===== src/rtl/bf16_pkg.sv =====
// Shared bf16 constants, in-flight chunk tag and sequencer state type
// for the dot-product sequencer.
package bf16_pkg;

  localparam logic [15:0] BF16_PINF  = 16'h7F80;
  localparam logic [15:0] BF16_NINF  = 16'hFF80;
  localparam logic [15:0] BF16_QNAN  = 16'h7FC1;
  localparam logic [15:0] BF16_PZERO = 16'h0000;

  typedef struct packed {
    logic v;
    logic first;
    logic last;
  } bf16_tag_t;

  typedef enum logic [1:0] {IDLE, RUN, DRAIN, HOLD} bf16_state_e;

endpackage


===== src/rtl/bf16_add.sv =====
// Combinational two-operand bf16 adder: round-to-nearest-even, subnormals
// flushed to signed zero, canonical NaN 7FC1 matching the MAC tree.
module bf16_add (
  input  logic [15:0] a,
  input  logic [15:0] b,
  output logic [15:0] y
);
  import bf16_pkg::*;

  logic              sl, ss;
  logic [7:0]        el, es, d;
  logic [6:0]        ml, ms;
  logic [3:0]        dcap, lz;
  logic [10:0]       mx_l, mx_s, norm;
  logic [21:0]       ext;
  logic [11:0]       sum;
  logic [8:0]        mant;
  logic [6:0]        mant_field;
  logic signed [9:0] exp_r;
  logic              a_nan, b_nan, a_inf, b_inf, a_zero, b_zero, rnd, found;

  // Operands are swapped so the larger magnitude is always the minuend; the
  // smaller one is aligned with guard/round/sticky bits before the add.
  always_comb begin
    a_nan  = (a[14:7] == 8'hFF) && (a[6:0] != 7'd0);
    b_nan  = (b[14:7] == 8'hFF) && (b[6:0] != 7'd0);
    a_inf  = (a[14:7] == 8'hFF) && (a[6:0] == 7'd0);
    b_inf  = (b[14:7] == 8'hFF) && (b[6:0] == 7'd0);
    a_zero = (a[14:7] == 8'h00);
    b_zero = (b[14:7] == 8'h00);
    if (a[14:0] >= b[14:0]) begin
      sl = a[15]; el = a[14:7]; ml = a[6:0];
      ss = b[15]; es = b[14:7]; ms = b[6:0];
    end else begin
      sl = b[15]; el = b[14:7]; ml = b[6:0];
      ss = a[15]; es = a[14:7]; ms = a[6:0];
    end
    d     = el - es;
    dcap  = (d > 8'd15) ? 4'd15 : d[3:0];
    mx_l  = {1'b1, ml, 3'b000};
    mx_s  = {1'b1, ms, 3'b000};
    ext   = {mx_s, 11'd0} >> dcap;
    exp_r = $signed({2'b00, el});
    if (sl == ss) begin
      sum = {1'b0, mx_l} + {1'b0, ext[21:11] | {10'd0, |ext[10:0]}};
      if (sum[11]) begin
        norm  = {sum[11:2], sum[1] | sum[0]};
        exp_r = exp_r + 10'sd1;
      end else begin
        norm = sum[10:0];
      end
    end else begin
      sum  = {1'b0, mx_l} - {1'b0, ext[21:11] | {10'd0, |ext[10:0]}};
      norm = sum[10:0];
    end
    lz    = 4'd0;
    found = 1'b0;
    for (int i = 10; i >= 0; i--) begin
      if (!found && norm[i]) begin
        lz    = 4'(10 - i);
        found = 1'b1;
      end
    end
    norm       = norm << lz;
    exp_r      = exp_r - $signed({6'd0, lz});
    rnd        = norm[2] & (norm[1] | norm[0] | norm[3]);
    mant       = {1'b0, norm[10:3]} + {8'd0, rnd};
    mant_field = mant[8] ? mant[7:1] : mant[6:0];
    if (mant[8]) exp_r = exp_r + 10'sd1;

    if (a_nan || b_nan)             y = BF16_QNAN;
    else if (a_inf && b_inf)        y = (a[15] == b[15]) ? a : BF16_QNAN;
    else if (a_inf)                 y = a;
    else if (b_inf)                 y = b;
    else if (a_zero && b_zero)      y = {a[15] & b[15], 15'd0};
    else if (a_zero)                y = b;
    else if (b_zero)                y = a;
    else if (norm == 11'd0)         y = BF16_PZERO;
    else if (exp_r >= 10'sd255)     y = {sl, BF16_PINF[14:0]};
    else if (exp_r <= 10'sd0)       y = {sl, 15'd0};
    else                            y = {sl, exp_r[7:0], mant_field};
  end

endmodule


===== src/rtl/bf16_dot_seq.sv =====
// Streams 8-pair operand chunks into an external bf16 MAC tree and folds the
// tree outputs into a single bf16 dot-product result with a valid/ready port.
module bf16_dot_seq #(
  parameter int TREE_LAT   = 2,
  parameter int MAX_CHUNKS = 64,
  parameter int CNT_W      = 7
) (
  input  logic             clk,
  input  logic             reset,
  input  logic             chk_valid,
  output logic             chk_ready,
  input  logic [255:0]     chk_data,
  input  logic             chk_last,
  output logic [255:0]     tree_in,
  input  logic [15:0]      tree_out,
  output logic             res_valid,
  input  logic             res_ready,
  output logic [15:0]      res_data,
  output logic [CNT_W-1:0] res_cnt,
  output logic             ovf
);
  import bf16_pkg::*;

  bf16_state_e      state, next_state;
  bf16_tag_t        tags [TREE_LAT];
  bf16_tag_t        exit_tag;
  logic [CNT_W-1:0] count;
  logic [15:0]      acc, add_sum, acc_next;
  logic             commit, accept, handshake;

  assign chk_ready = !reset && ((state == IDLE) || (state == RUN));
  assign accept    = chk_valid && chk_ready;
  assign res_valid = (state == HOLD);
  assign handshake = res_valid && res_ready;
  assign exit_tag  = tags[TREE_LAT-1];
  assign acc_next  = exit_tag.first ? tree_out : add_sum;

  bf16_add u_add (.a(acc), .b(tree_out), .y(add_sum));

  always_comb begin
    next_state = state;
    case (state)
      IDLE:    if (accept) next_state = chk_last ? DRAIN : RUN;
      RUN:     if (accept && chk_last) next_state = DRAIN;
      DRAIN:   if (commit) next_state = HOLD;
      HOLD:    if (res_ready) next_state = IDLE;
      default: next_state = IDLE;
    endcase
  end

  // commit marks that the last chunk has been folded into res_data; DRAIN
  // waits on it, which puts res_valid one cycle after the final retire.
  always_ff @(posedge clk) begin
    if (reset) begin
      state    <= IDLE;
      tree_in  <= '0;
      count    <= '0;
      acc      <= '0;
      res_data <= '0;
      res_cnt  <= '0;
      ovf      <= 1'b0;
      commit   <= 1'b0;
      for (int i = 0; i < TREE_LAT; i++) tags[i] <= '0;
    end else begin
      state   <= next_state;
      tree_in <= accept ? chk_data : '0;
      tags[0] <= '{v: accept, first: accept && (count == '0), last: accept && chk_last};
      for (int i = 1; i < TREE_LAT; i++) tags[i] <= tags[i-1];
      if (handshake) begin
        count <= '0;
        ovf   <= 1'b0;
      end else if (accept) begin
        if (count == CNT_W'(MAX_CHUNKS)) ovf <= 1'b1;
        else count <= count + 1'b1;
      end
      if (state == DRAIN && commit) commit <= 1'b0;
      if (exit_tag.v) begin
        acc <= acc_next;
        if (exit_tag.last) begin
          res_data <= acc_next;
          res_cnt  <= count;
          commit   <= 1'b1;
        end
      end
    end
  end

endmodule


===== config.mk =====
export PLATFORM = sky130hd
export DESIGN_NAME = bf16_dot_seq
export DESIGN_NICKNAME = d
export VERILOG_FILES = /design/src/rtl/bf16_pkg.sv /design/src/rtl/bf16_add.sv /design/src/rtl/bf16_dot_seq.sv
export SDC_FILE = /design/constraint.sdc
export NUM_CORES = 1
export LEC_CHECK = 0
export CORE_AREA = 3 3 218 220
export CTS_CLUSTER_DIAMETER = 150
export DETAILED_ROUTE_END_ITERATION = 7
export DIE_AREA = 0 0 221 223
export GPL_ROUTABILITY_DRIVEN = 0
export SYNTH_ARGS = -nofsm -noshare
export SYNTH_HDL_FRONTEND = slang
export SYNTH_HIERARCHICAL = 1
export SYNTH_SLANG_ARGS = --single-unit

===== constraint.sdc =====
create_clock -name clk -period 41.6 [get_ports clk]
set_input_delay 12.48 -clock clk [delete_from_list [all_inputs] [get_ports clk]]
set_output_delay 12.48 -clock clk [all_outputs]
set_load 0.005 [all_outputs]

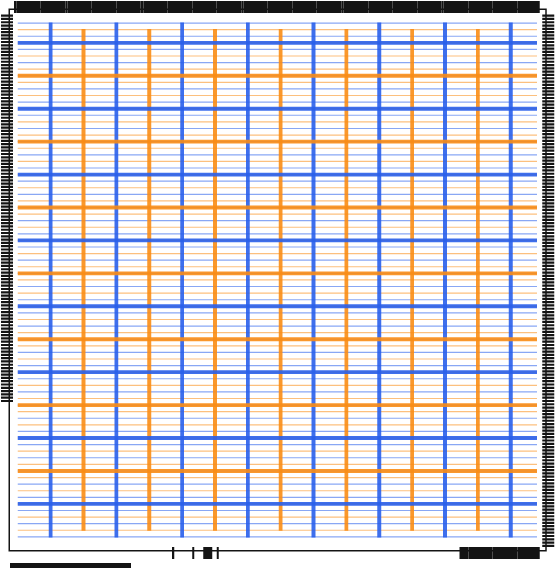
run_1/power_grid.png
Bar = 50 microns. Pins as bars on the die edge.
[VSS] blue
[VDD] orange
met1 rails: 79
rows: 78

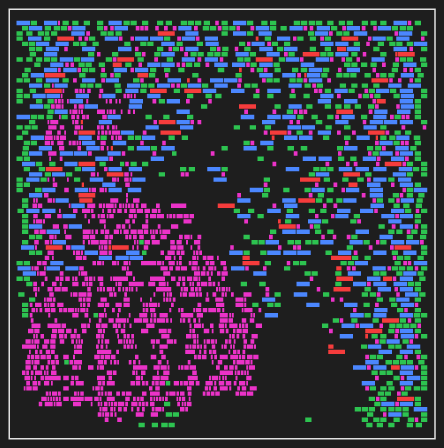
run_1/placement_by_type.png
[remaining buffers and delay cells] green | cells: 566
[sequential cells] blue | cells: 312
[combinational and other logic] magenta | cells: 1203
[clock drivers and dummy loads] red | cells: 64

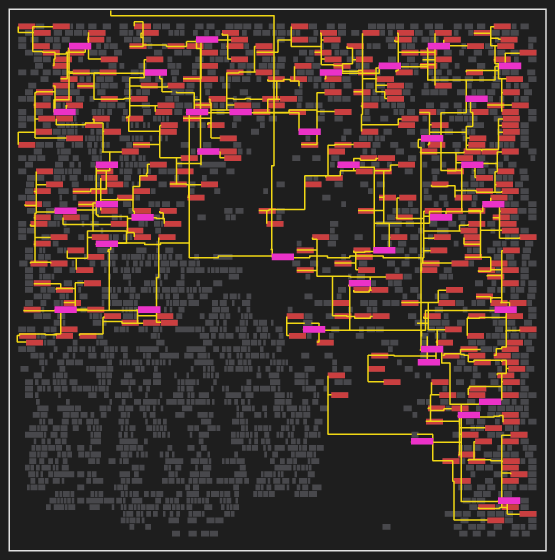
run_1/clk_routes.png
[clock wires] yellow | length: 4250 microns
[clock drivers] magenta | count: 36
[flip-flops] red | count: 312
routed clock nets: 37

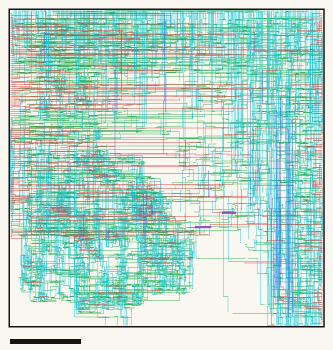
run_1/wires.png
Bar = 50 microns.
[metal 4] blue | wire length: 1980 microns
[metal 3] red | wire length: 8750 microns
[metal 2] cyan | wire length: 33.1 mm
[metal 1] green | wire length: 30.9 mm
[metal 5] purple | wire length: 18.4 microns

==> run summary, run 1 <==
Max Cap Viol - 0
Post-synth EDFFs - 0
Init Core Util - 31.8%
status - finished, final reports clean
Post-synth mux share - 5.16%
Post-Syn Area - 0.0145 sq mm
WL/cell - 27.2 microns
Pwr per Cell Area - 49.1 mW/mm^2
Comb area - 0.00763 sq mm
TritonCTS clock tree - yes
Worst-path clk slew - 0.05 ns
non-clock inverter total of the final layout - 58
Simple-Gate Area Share - 26.0%
CP Capture Type - output pin
fin crit period - 26.43 ns
compound-gate portion of the synthesized area - 14.6%
initial antenna violation count - 16
DRC errors left - 0
Longest Clk Path Bufs - 3
Post-synth seq share - 43.2%
register area - 0.00625 sq mm
Port Buffers - 558
DRT Pass-1 Iters - 5
via count - 14.1k
met1 Usage GRT - 36.2%
Area after DPL - 0.0205 sq mm
ys async rst share - 0%
Nets - 2443
mean area per synthesized cell - 9.04 sq um
tap cell count - 600
Log Warnings - 43
fin cells - 2748
final setup vio count - 0
met2 GRT Util - 45.1%
die x size - 221 microns
vias in the first global route - 13.2k
filler instances - 4351
FF-to-FF Start - acc[0]
clock power share - 31.0%
H-Tree Depth - 2
Vert. Die Dim - 223 microns
Root Driver - clkbuf_16
crit path to - chk_ready
clock skew after layout - 0.0273 ns
clock sink count - 312
via-per-instance ratio - 5.13
run 1: how the worst min path moves through the flow:
stage | from | end | slack, ns | cells past startpoint
global placement | tags[0][0] | tags[0][3] | 0.42 | 1
finish | tags[0][0] | tags[0][3] | 0.44 | 1
global route | tags[0][2] | tags[0][5] | 0.46 | 1
detailed placement | tags[0][0] | tags[0][3] | 0.43 | 1
CTS | tags[0][0] | tags[0][3] | 0.44 | 1
floorplan | tags[0][0] | tags[0][3] | 0.41 | 1
run 1: flip-flops by register name, summed over array words and instances (netlist names):
signal,flops
res_data,16
count,7
tags,6
ovf,1
state,2
tree_in,256
commit,1
acc,16
res_cnt,7
run 1: worst max-delay path: stages:
cell	delay, ns
clkdlybuf4s50_1	0.45
buf_4	0.43
nor2_1	0.11
clkdlybuf4s50_1	0.47
run_1/congestion.png
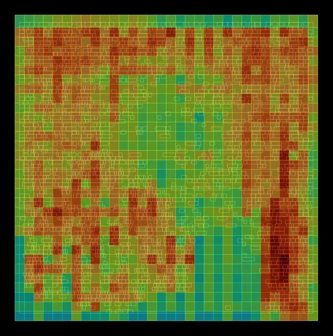

--- run 2 (diff from run 1) ---
- clock period: 41.6 -> 23 ns (I/O delays scaled with it)
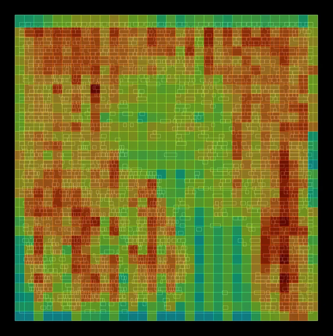
run_2/congestion.png
gr usage total: 29.3%
WL/cell: 27.7 microns
met1 Usage GRT: 36.8%
met2 GRT Util: 45.7%

==> run summary, run 2 <==
status - finished, final reports clean (unchanged)
WP buf/inv - 4 (was 3)
most common logic cell in the routed design - clkdlybuf4s50_1 (unchanged)
non-clock inverter total of the final layout - 58 (unchanged)
filler instances - 4278 (was 4351)
min-delay src - tags[0][2] (was tags[0][0])
H-Tree Depth - 2 (unchanged)
ys async rst share - 0% (unchanged)
fin crit period - 19.01 ns
clock sink count - 312 (unchanged)
via-per-instance ratio - 5.24 (was 5.13)
initial antenna violation count - 16 (unchanged)
Area after DPL - 0.0205 sq mm (about the same)
clock skew after layout - 0.0224 ns (was 0.0273 ns)
via count - 14.4k (was 14.1k)
critical path's most frequent cell - nor2_1 (was clkdlybuf4s50_1)
fin cells - 2753 (was 2748)
DRT Pass-1 Iters - 6 (was 5)
die x size - 221 microns (unchanged)
vias in the first global route - 13.7k (was 13.2k)
Max Cap Viol - 0 (unchanged)
Port Buffers - 558 (unchanged)
Nets - 2445 (was 2443)
final setup vio count - 0 (unchanged)
FF-to-FF Start - acc[0] (unchanged)
Longest Clk Path Bufs - 3 (unchanged)
Worst-path clk slew - 0.06 ns (was 0.05 ns)
clock power share - 32.8% (was 31.0%)
DRC errors left - 0 (unchanged)
Post-synth seq share - 43.2% (unchanged)
Root Driver - clkbuf_16 (unchanged)
max reg flops - 256 (unchanged)
Top reg by flops - tree_in (unchanged)
register area - 0.00625 sq mm (unchanged)
Post-Syn Area - 0.0145 sq mm (unchanged)
Init Core Util - 31.8% (unchanged)
CP Capture Type - flip-flop (was output pin)
Comb area - 0.00763 sq mm (unchanged)
Vert. Die Dim - 223 microns (unchanged)
[run 2: cell counts after synthesis]
No cell type changed its count.
[run 2: path summary, 6_finish.rpt]
kind         cells after the start            to
max                             53  res_data[11]
min                              1    tags[0][5]
max reg2reg                     53  res_data[11]
min reg2reg                      1    tags[0][5]
[run 2: kinds of logic after synthesis]
family,synth area share [%]
adders and majority gates,4.17
buffers and inverters,4.05
AOI/OAI and AO/OA,14.6
DFF,43.2
xor gates and xnor gates,2.73
and+or+nand+nor,26.0
muxes,5.16
[run 2: routing by layer]
metal | track usage, % | routed length (microns)
met1 | 36.8 | 31100
met2 | 45.7 | 33400
met3 | 13.8 | 9710
met4 | 7.23 | 1980
met5 | 0 | 23
run_2/clk_routes.png
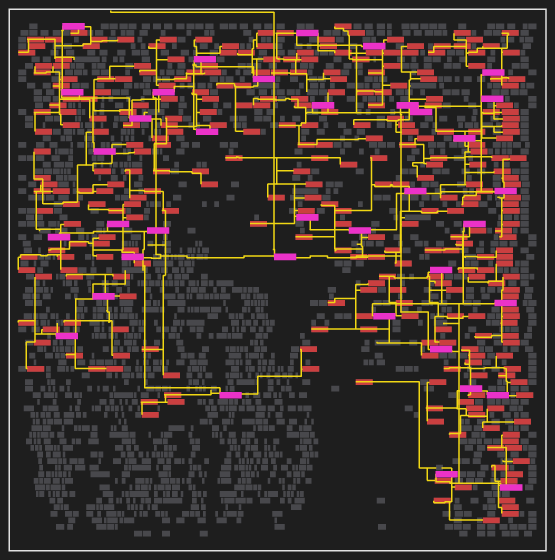

--- run 3 (diff from run 2) ---
- clock period: 23 -> 18.86 ns (I/O delays scaled with it)
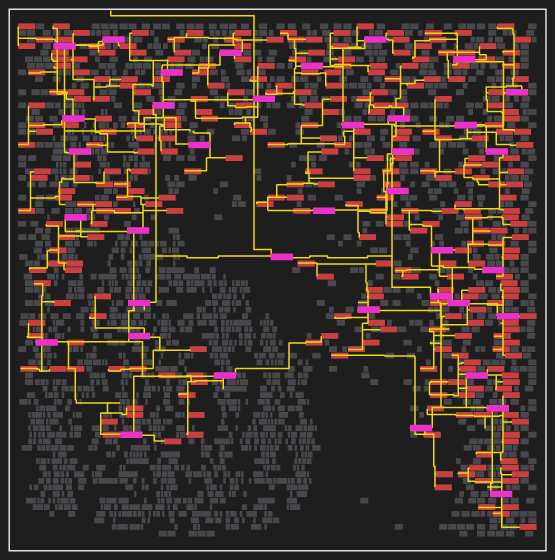
run_3/clk_routes.png
[clock wires] yellow | length: 4400 microns
[flip-flops] red | count: 312
[clock drivers] magenta | count: 38
flops lie: all over the die
routed clock nets: 39

==> run summary, run 3 <==
status - finished, final reports clean (unchanged)
filler instances - 4285 (was 4278)
crit path to - acc[1] (was res_data[11])
min-delay src - tags[0][0] (was tags[0][2])
critical path's most frequent cell - nor2_1 (unchanged)
WP depth - 52 (was 53)
mean area per synthesized cell - 9.04 sq um (unchanged)
Worst-path clk slew - 0.06 ns (about the same)
Largest cell class - logic gates (unchanged)
H-Tree Depth - 2 (unchanged)
Routed Antenna Nets - 0 (unchanged)
most common logic cell in the routed design - clkdlybuf4s50_1 (unchanged)
met2 wire len - 33700 microns (was 33400 microns)
Clock-cell share - 5.87% (was 6.18%)
WP buf/inv - 3 (was 4)
register area - 0.00625 sq mm (unchanged)
Nets - 2447 (was 2445)
via-per-instance ratio - 5.22 (was 5.24)
Longest Clk Path Bufs - 3 (unchanged)
DRC errors left - 0 (unchanged)
met1 Usage GRT - 36.5% (was 36.8%)
metal3 WL - 9430 microns (was 9710 microns)
wl on met1 - 30700 microns (was 31100 microns)
die x size - 221 microns (unchanged)
met3 Use GR - 13.5% (was 13.8%)
Post-synth EDFFs - 0 (unchanged)
final setup vio count - 0 (unchanged)
met2 GRT Util - 46.4% (was 45.7%)
slowest library cell on the worst path - clkdlybuf4s50_1 (was ha_1)
clock skew after layout - 0.00806 ns (was 0.0224 ns)
CP Capture Type - flip-flop (unchanged)
Yosys chip area - 0.0145 sq mm (unchanged)
FF-to-FF Start - acc[0] (unchanged)
Top reg by flops - tree_in (unchanged)
TritonCTS clock tree - yes (unchanged)
tap cell count - 600 (unchanged)
RR Endpoint - acc[1] (was res_data[11])
Post-Syn Area - 0.0145 sq mm (unchanged)
worst hold path depth - 1 (unchanged)
Init Core Util - 31.8% (unchanged)
WL/cell - 27.5 microns (was 27.7 microns)
DRT Pass-1 Iters - 6 (unchanged)
Log Warnings - 43 (unchanged)
Port Buffers - 558 (unchanged)
vias in the first global route - 13.8k (was 13.7k)
fin crit period - 17.48 ns
clock power share - 31.6% (was 32.8%)
non-clock inverter total of the final layout - 58 (unchanged)
reg2reg path depth - 51 (was 53)
Comb area - 0.00763 sq mm (unchanged)
initial antenna violation count - 16 (unchanged)
via count - 14.4k (about the same)
Area after DPL - 0.0205 sq mm (about the same)
CP peak stage delay - 0.66 ns (was 0.85 ns)
max reg flops - 256 (unchanged)
clock sink count - 312 (unchanged)
Buffers, non-clock - 568 (was 567)
Post-synth seq share - 43.2% (unchanged)
-- run 3: cell counts after synthesis --
Identical to the previous run, type by type.
-- run 3: logic make-up (layout without fill, tap and decap cells) --
family / Yosys count / in the layout / synth area share, %
AND-OR/OR-AND: 307 / 307 / 14.6
XOR/XNOR: 45 / 45 / 2.73
adder cells (fa/ha/maj): 47 / 47 / 4.17
buffers and inverters: 141 / 692 / 4.05
flip-flops: 312 / 312 / 43.2
multiplexers: 65 / 65 / 5.16
other: 0 / 5 / 0
AND/OR/NAND/NOR: 681 / 681 / 26.0
Power figures rest on the tool's default switching activity, not on a simulated workload.
